File: config.mk
export PLATFORM = sky130hd
export DESIGN_NAME = mul_div_queue_ctrl
export DESIGN_NICKNAME = d
export VERILOG_FILES = /design/src/rtl/mul_div_queue_ctrl.sv
export SDC_FILE = /design/constraint.sdc
export NUM_CORES = 1
export LEC_CHECK = 0
export CAP_MARGIN = 10
export CORE_ASPECT_RATIO = 1.75
export CORE_MARGIN = 5
export CORE_UTILIZATION = 34
export CTS_BUF_LIST = sky130_fd_sc_hd__clkbuf_8
export DETAILED_ROUTE_END_ITERATION = 7
export PLACE_DENSITY_LB_ADDON = 0.25
export REMOVE_ABC_BUFFERS = 1
export SYNTH_ARGS = -nofsm -noshare
export SYNTH_HDL_FRONTEND = slang
export SYNTH_SLANG_ARGS = --single-unit
File: constraint.sdc
create_clock -name i_clk -period 4.03 [get_ports i_clk]
set_clock_uncertainty 0.05 [all_clocks]
set_input_delay 1.209 -clock i_clk [delete_from_list [all_inputs] [get_ports i_clk]]
set_output_delay 1.209 -clock i_clk [all_outputs]
set_load 0.02 [all_outputs]
File: src/rtl/mul_div_queue_ctrl.sv
// Issue-queue controller for the mul/div reservation chain: strobes, bubble collapse,
// oldest-ready issue select and divider occupancy tracking.
module mul_div_queue_ctrl #(
    parameter int unsigned DEPTH      = 4,
    parameter int unsigned DIV_CYCLES = 16
) (
    input  logic             i_clk,
    input  logic             i_rst,
    input  logic             i_flush,
    input  logic             i_disp_valid,
    output logic             o_disp_ready_c,
    input  logic [DEPTH-1:0] i_entry_valid,
    input  logic [DEPTH-1:0] i_entry_ready,
    input  logic [DEPTH-1:0] i_entry_is_div,
    input  logic [DEPTH-1:0] i_op1_cdb_match,
    input  logic [DEPTH-1:0] i_op2_cdb_match,
    input  logic             i_disp_op1_cdb_match,
    input  logic             i_disp_op2_cdb_match,
    output logic [DEPTH-1:0] o_we_c,
    output logic [DEPTH-1:0] o_updt_cmn_block_c,
    output logic [DEPTH-1:0] o_updt_op1_c,
    output logic [DEPTH-1:0] o_updt_op1_from_cdb_c,
    output logic [DEPTH-1:0] o_updt_op2_c,
    output logic [DEPTH-1:0] o_updt_op2_from_cdb_c,
    output logic [DEPTH-1:0] o_src_valid_c,
    output logic             o_issue_valid_c,
    output logic [2:0]       o_issue_idx_c,
    input  logic             i_issue_ack,
    output logic             o_div_busy,
    output logic [3:0]       o_occupancy
);

    localparam int unsigned IDX_W = 3;
    localparam int unsigned OCC_W = 4;
    localparam int unsigned CNT_W = $clog2(DIV_CYCLES);

    logic [CNT_W-1:0] r_div_cnt;
    logic             r_div_busy;
    logic [OCC_W-1:0] r_occupancy;

    logic             w_block;
    logic [DEPTH-1:0] w_cand;
    logic [DEPTH-1:0] w_sel_oh;
    logic [DEPTH-1:0] w_taken_oh;
    logic [IDX_W-1:0] w_issue_idx;
    logic             w_issue_valid;
    logic             w_sel_is_div;
    logic             w_iss;
    logic [DEPTH-1:0] w_hole;
    logic [DEPTH-1:0] w_shift;
    logic             w_disp_ready;
    logic             w_accept;
    logic [DEPTH-1:0] w_up_valid;
    logic [DEPTH-1:0] w_up_op1;
    logic [DEPTH-1:0] w_up_op2;
    logic [DEPTH-1:0] w_gate;
    logic [OCC_W-1:0] w_occ_nxt;
    logic [CNT_W-1:0] w_cnt_nxt;

    // Reset and flush cycles suppress issue, accept and all entry strobes
    assign w_block = i_rst | i_flush;
    assign w_gate  = {DEPTH{~w_block}};

    // Ready entries, with divs held back while the divider is occupied
    assign w_cand = i_entry_valid & i_entry_ready
                  & ~(i_entry_is_div & {DEPTH{r_div_busy}}) & w_gate;

    // Lowest-index (oldest) candidate wins
    always_comb begin
        w_issue_idx  = '0;
        w_sel_oh     = '0;
        w_sel_is_div = 1'b0;
        for (int i = int'(DEPTH) - 1; i >= 0; i--) begin
            if (w_cand[i]) begin
                w_issue_idx  = IDX_W'(i);
                w_sel_oh     = '0;
                w_sel_oh[i]  = 1'b1;
                w_sel_is_div = i_entry_is_div[i];
            end
        end
    end

    assign w_issue_valid = |w_cand;
    assign w_iss         = w_issue_valid & i_issue_ack;
    assign w_taken_oh    = w_sel_oh & {DEPTH{w_iss}};

    // Hole below entry i: issued at or below i, or an empty slot below i
    always_comb begin
        logic v_gap;
        logic v_seen;
        v_gap  = 1'b0;
        v_seen = 1'b0;
        w_hole = '0;
        for (int i = 0; i < int'(DEPTH); i++) begin
            v_seen    = v_seen | w_taken_oh[i];
            w_hole[i] = v_gap | v_seen;
            v_gap     = v_gap | ~i_entry_valid[i];
        end
    end

    assign w_shift      = w_hole | ~i_entry_valid;
    assign w_disp_ready = ~w_block & w_shift[DEPTH-1];
    assign w_accept     = i_disp_valid & w_disp_ready;

    // Upper-neighbour source per entry; the tail's neighbour is the dispatch bus
    assign w_up_valid = {w_accept, i_entry_valid[DEPTH-1:1] & ~w_taken_oh[DEPTH-1:1]};
    assign w_up_op1   = {i_disp_op1_cdb_match, i_op1_cdb_match[DEPTH-1:1]};
    assign w_up_op2   = {i_disp_op2_cdb_match, i_op2_cdb_match[DEPTH-1:1]};

    // Per-entry strobes: full reload on shift, otherwise CDB capture only
    assign o_we_c                = w_gate & (w_shift | i_op1_cdb_match | i_op2_cdb_match);
    assign o_updt_cmn_block_c    = w_gate & w_shift;
    assign o_updt_op1_c          = w_gate & (w_shift | i_op1_cdb_match);
    assign o_updt_op2_c          = w_gate & (w_shift | i_op2_cdb_match);
    assign o_updt_op1_from_cdb_c = w_gate & ((w_shift & w_up_op1) | (~w_shift & i_op1_cdb_match));
    assign o_updt_op2_from_cdb_c = w_gate & ((w_shift & w_up_op2) | (~w_shift & i_op2_cdb_match));
    assign o_src_valid_c         = w_up_valid;

    assign o_disp_ready_c  = w_disp_ready;
    assign o_issue_valid_c = w_issue_valid;
    assign o_issue_idx_c   = w_issue_idx;

    // Next occupancy, saturating within 0..DEPTH
    always_comb begin
        w_occ_nxt = r_occupancy;
        if (w_accept && !w_iss) begin
            if (r_occupancy < OCC_W'(DEPTH)) begin
                w_occ_nxt = r_occupancy + OCC_W'(1);
            end
        end else if (!w_accept && w_iss) begin
            if (r_occupancy != '0) begin
                w_occ_nxt = r_occupancy - OCC_W'(1);
            end
        end
    end

    // Next divider countdown; a div issue reloads it
    always_comb begin
        w_cnt_nxt = r_div_cnt;
        if (w_iss && w_sel_is_div) begin
            w_cnt_nxt = CNT_W'(DIV_CYCLES - 1);
        end else if (r_div_cnt != '0) begin
            w_cnt_nxt = r_div_cnt - CNT_W'(1);
        end
    end

    // Controller state registers
    always_ff @(posedge i_clk) begin
        if (w_block) begin
            r_occupancy <= '0;
            r_div_cnt   <= '0;
            r_div_busy  <= 1'b0;
        end else begin
            r_occupancy <= w_occ_nxt;
            r_div_cnt   <= w_cnt_nxt;
            r_div_busy  <= (w_cnt_nxt != '0);
        end
    end

    assign o_div_busy  = r_div_busy;
    assign o_occupancy = r_occupancy;

endmodule

==> run_1/sizes.png <==
Scale: 6 px per µm.
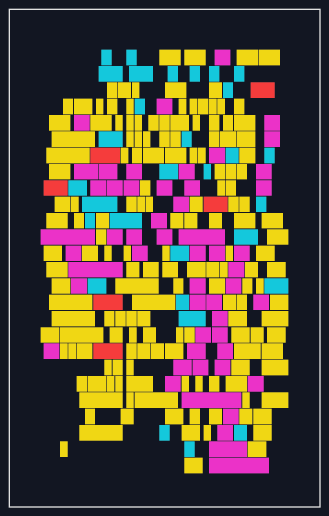
size	color	cells	share
_3 and _4 cells	magenta	53	21%
_2 cells	cyan	30	12%
_0 and _1 cells	yellow	160	64%
_6 and larger	red	6	2.4%

==> run_1/congestion.png <==
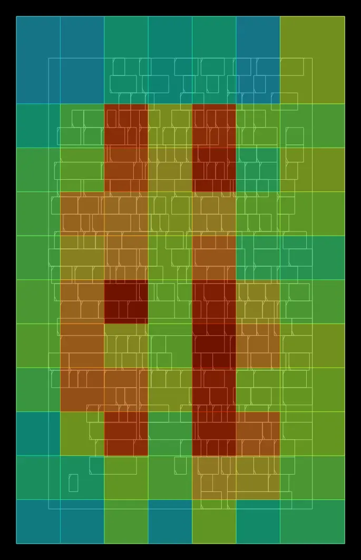
GRT Overall Usage: 0.207
GRT met3 Usage: 0.0413
M1 GR Usage: 0.189
routed len/inst: 15.6 µm

==> run_1/logic_types.png <==
Scale: 8 px per µm.
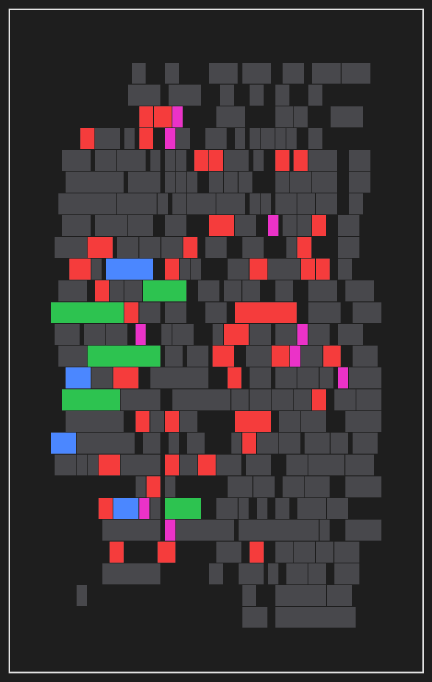
family	color	cells
inverters	magenta	9
inverting AOI/OAI gates	red	40
XOR/XNOR gates	blue	4
adder and majority cells	green	5

==> run_1/io_fan.png <==
Scale: 8 px per µm.
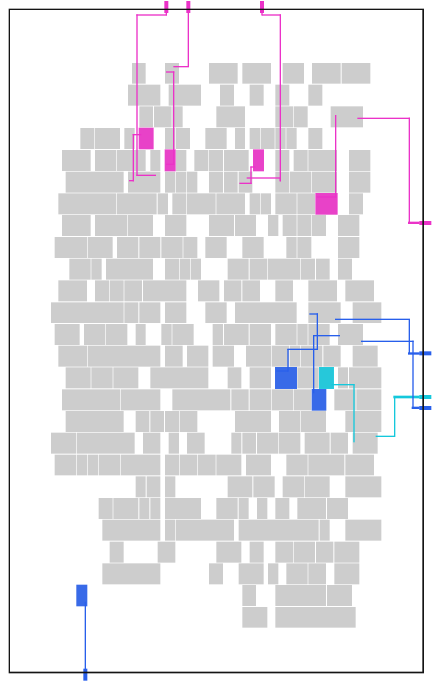
port	color	bits	direction	edge	end cells	buffers	wire
`o_issue_idx_c`	blue	3	output	2 right, 1 bottom	3	2	61.9 µm
`o_issue_valid_c`	cyan	1	output	right	1	1	20.1 µm
`o_updt_op1_c`	magenta	4	output	3 top, 1 right	4	4	121 µm

==> impl_metrics.csv, run 1 <==
group,metric,value,unit
logic_synthesis,syn-instance-count,152,
finish,ff_count,9,
cts,cts_tree,"done",
cts,cts_resized,141,
critical_path,cp_max_fo,8,
critical_path,arrival,2710,ps
outcome,status,"completed",
logic_synthesis,simple_gate_area_frac,0.325,
finish,clkbuf_count,3,
logic_synthesis,top_area_cell,"dfxtp_1",
route,firstDrtPassIters,4,
logic_synthesis,ys_warn_count,0,
finish,mostFrequentLayoutCells,"buf_4 (43), nor2_1 (23), clkdlybuf4s50_1 (17), dlygate4sd2_1 (15), a21oi_1 (13)",
logic_synthesis,common_cells,"nor2_1 (23), a21oi_1 (17), o21ai_0 (12)",
cts,clk_pin_slew,50,ps
hold_path,worstHoldStart,"r_div_cnt[2]",
finish,mostFrequentLayoutCell,"buf_4",
die,tap_cells,28,
final_timing,hold_viol_final,0,
route,vias,1441,
==> run_1/layer_met2.png <==
Scale: 4 px per µm. Cells faint in the background.
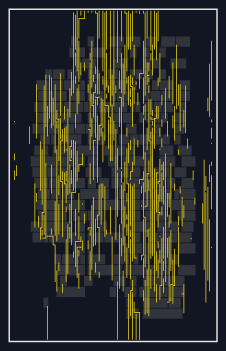

==> run 2, diff against run 1 <==
- GPL_TIMING_DRIVEN: unset -> 0
==> run_2/layer_met2.png <==
Scale: 4 px per µm. Cells faint in the background.
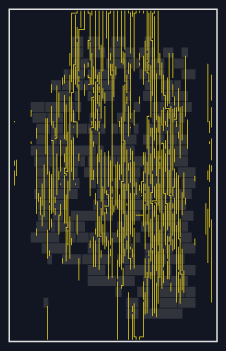
nets with wire on the layer	231
wire length on this layer	2,370 µm

==> impl_metrics.csv, run 2 <==
group,metric,value,unit
critical_path,critPathLaunchType,"input port",
finish,mostFrequentLayoutCell,"nor2_1",
finish,ff_count,9,
critical_path,max_stage_delay,330,ps
logic_synthesis,syn-instance-count,152,
final_timing,layout_setup_ws,39.5,ps
cts,numCtsBuffers,3,
finish,comb_area,918,µm²
critical_path,cp_max_fo,5,
power_and_ir_drop,pwr-share-seq,0.252,
critical_path,critPathCaptureType,"primary output",
critical_path,ff2ff_path_depth,14,
die,io_pins,65,
finish,mostFrequentLayoutCells,"nor2_1 (22), buf_4 (18), clkdlybuf4s50_1 (16), dlygate4sd2_1 (15), a21oi_1 (13)",
finish,clkbuf_count,3,
logic_synthesis,synth_cell_types,41,
route,vias,1429,
logic_synthesis,ys_warn_count,0,
global_route,grtUsageMet1,0.181,
logic_synthesis,simple_gate_area_frac,0.325,
critical_path,arrival,2730,ps
final_timing,slew_viol_final,0,
route,firstDrtPassIters,4,
logic_synthesis,compound_area_frac,0.317,
die,tap_cells,28,
critical_path,r2r-start,"o_div_busy",
place,post-dp-hpwl,3020,µm
finish,fill_cells,260,
outcome,status,"completed",
route,post_drt_wl_per_cell,16.6,µm
final_timing,hold_viol_final,0,
global_route,groute.layer.met3.usage,0.0269,
hold_path,worstHoldStart,"o_occupancy[3]",
cts,cts_tree,"done",
logic_synthesis,common_cells,"nor2_1 (23), a21oi_1 (17), o21ai_0 (12)",
==> run_2/io_fan.png <==
Scale: 8 px per µm.
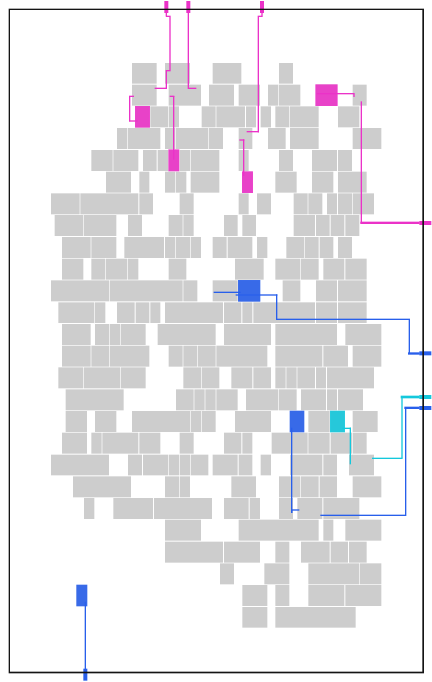
port	color	bits	direction	edge	end cells	buffers	wire
`o_updt_op1_c`	magenta	4	output	3 top, 1 right	4	4	83.9 µm
`o_issue_idx_c`	blue	3	output	2 right, 1 bottom	3	2	79.0 µm
`o_issue_valid_c`	cyan	1	output	right	1	1	18.7 µm

==> run_2/logic_types.png <==
Scale: 8 px per µm.
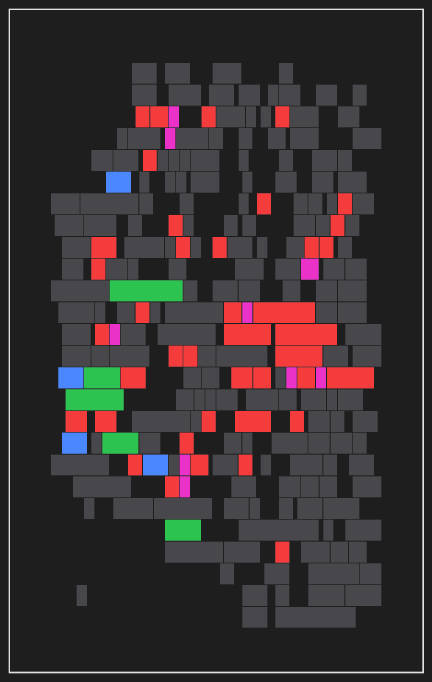

==> run 3, diff against run 2 <==
- PLACE_DENSITY_LB_ADDON: 0.25 -> 0.1
==> run_3/logic_types.png <==
Scale: 8 px per µm.
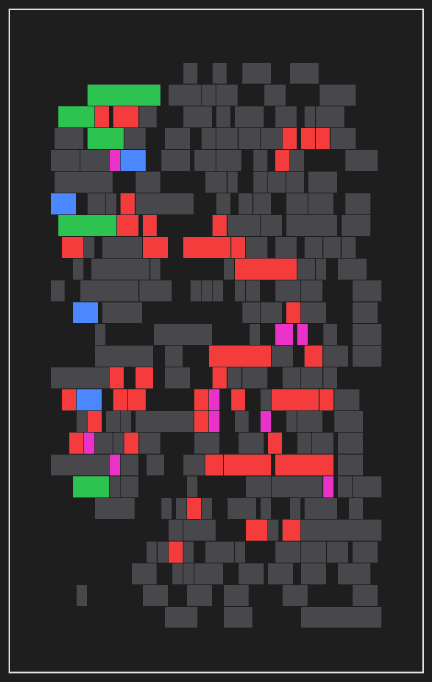
family	color	cells
XOR/XNOR gates	blue	4
inverting AOI/OAI gates	red	40
adder and majority cells	green	5
inverters	magenta	9

==> impl_metrics.csv, run 3 <==
group,metric,value,unit
power_and_ir_drop,combinationalPowerShare,0.500,
logic_synthesis,common_cells,"nor2_1 (23), a21oi_1 (17), o21ai_0 (12)",
cts,cts_resized,129,
route,firstDrtPassIters,4,
finish,clkbuf_count,3,
final_timing,layout_setup_ws,34.5,ps
finish,ff_count,9,
logic_synthesis,synth_cell_types,41,
power_and_ir_drop,pwr-share-seq,0.252,
final_timing,hold_viol_final,0,
global_route,grt.total_usage,0.198,
power_and_ir_drop,switching_power,158,µW
logic_synthesis,ys_warn_count,0,
cts,numCtsBuffers,3,
final_timing,slew_viol_final,0,
finish,diodes,0,
hold_path,worstHoldStart,"o_occupancy[2]",
finish,nets,260,
critical_path,arrival,2740,ps
finish,nonClkBufAreaFrac,0.351,
critical_path,max_stage_delay,320,ps
critical_path,critPathCaptureType,"primary output",
critical_path,r2r-start,"o_div_busy",
critical_path,ff2ff_path_depth,14,
logic_synthesis,compound_area_frac,0.317,
place,post-dp-hpwl,3000,µm
die,io_pins,65,
outcome,status,"completed",
critical_path,cp_max_fo,5,
power_and_ir_drop,ir_worst_vdd,0.199,mV
finish,comb_area,921,µm²
logic_synthesis,syn-instance-count,152,
finish,mostFrequentLayoutCells,"nor2_1 (22), dlygate4sd2_1 (22), clkdlybuf4s50_1 (18), buf_4 (16), a21oi_1 (13)",
route,finalWirelength,4170,µm
cts,cts_tree,"done",
die,tap_cells,28,
power_and_ir_drop,power.density,222,nW/µm²
finish,fill_cells,282,
route,vias,1417,
hold_path,worstHoldPathCells,2,
global_route,grtUsageMet1,0.216,
cts,clk_pin_slew,40,ps
logic_synthesis,simple_gate_area_frac,0.325,
critical_path,critPathLaunchType,"input port",
logic_synthesis,top_area_cell,"dfxtp_1",
hold_path,holdCritPathClass,"reg2reg",
logic_synthesis,yosys.area.top_type_share,0.175,
==> run_3/congestion.png <==
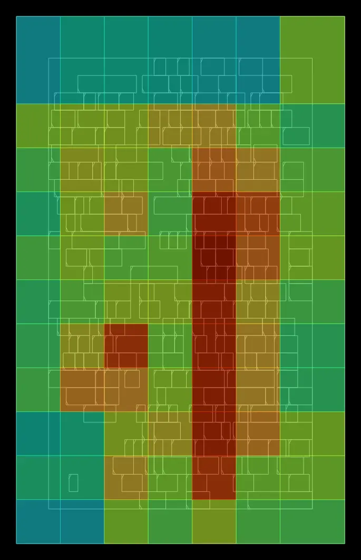
GRT met3 Usage: 0.0359
Most Crowded Layer GR: met2
met2 Resource Use GR: 0.370
final design utilization: 0.641
routed len/inst: 16.4 µm

Power is estimated from default activity; no workload was simulated.
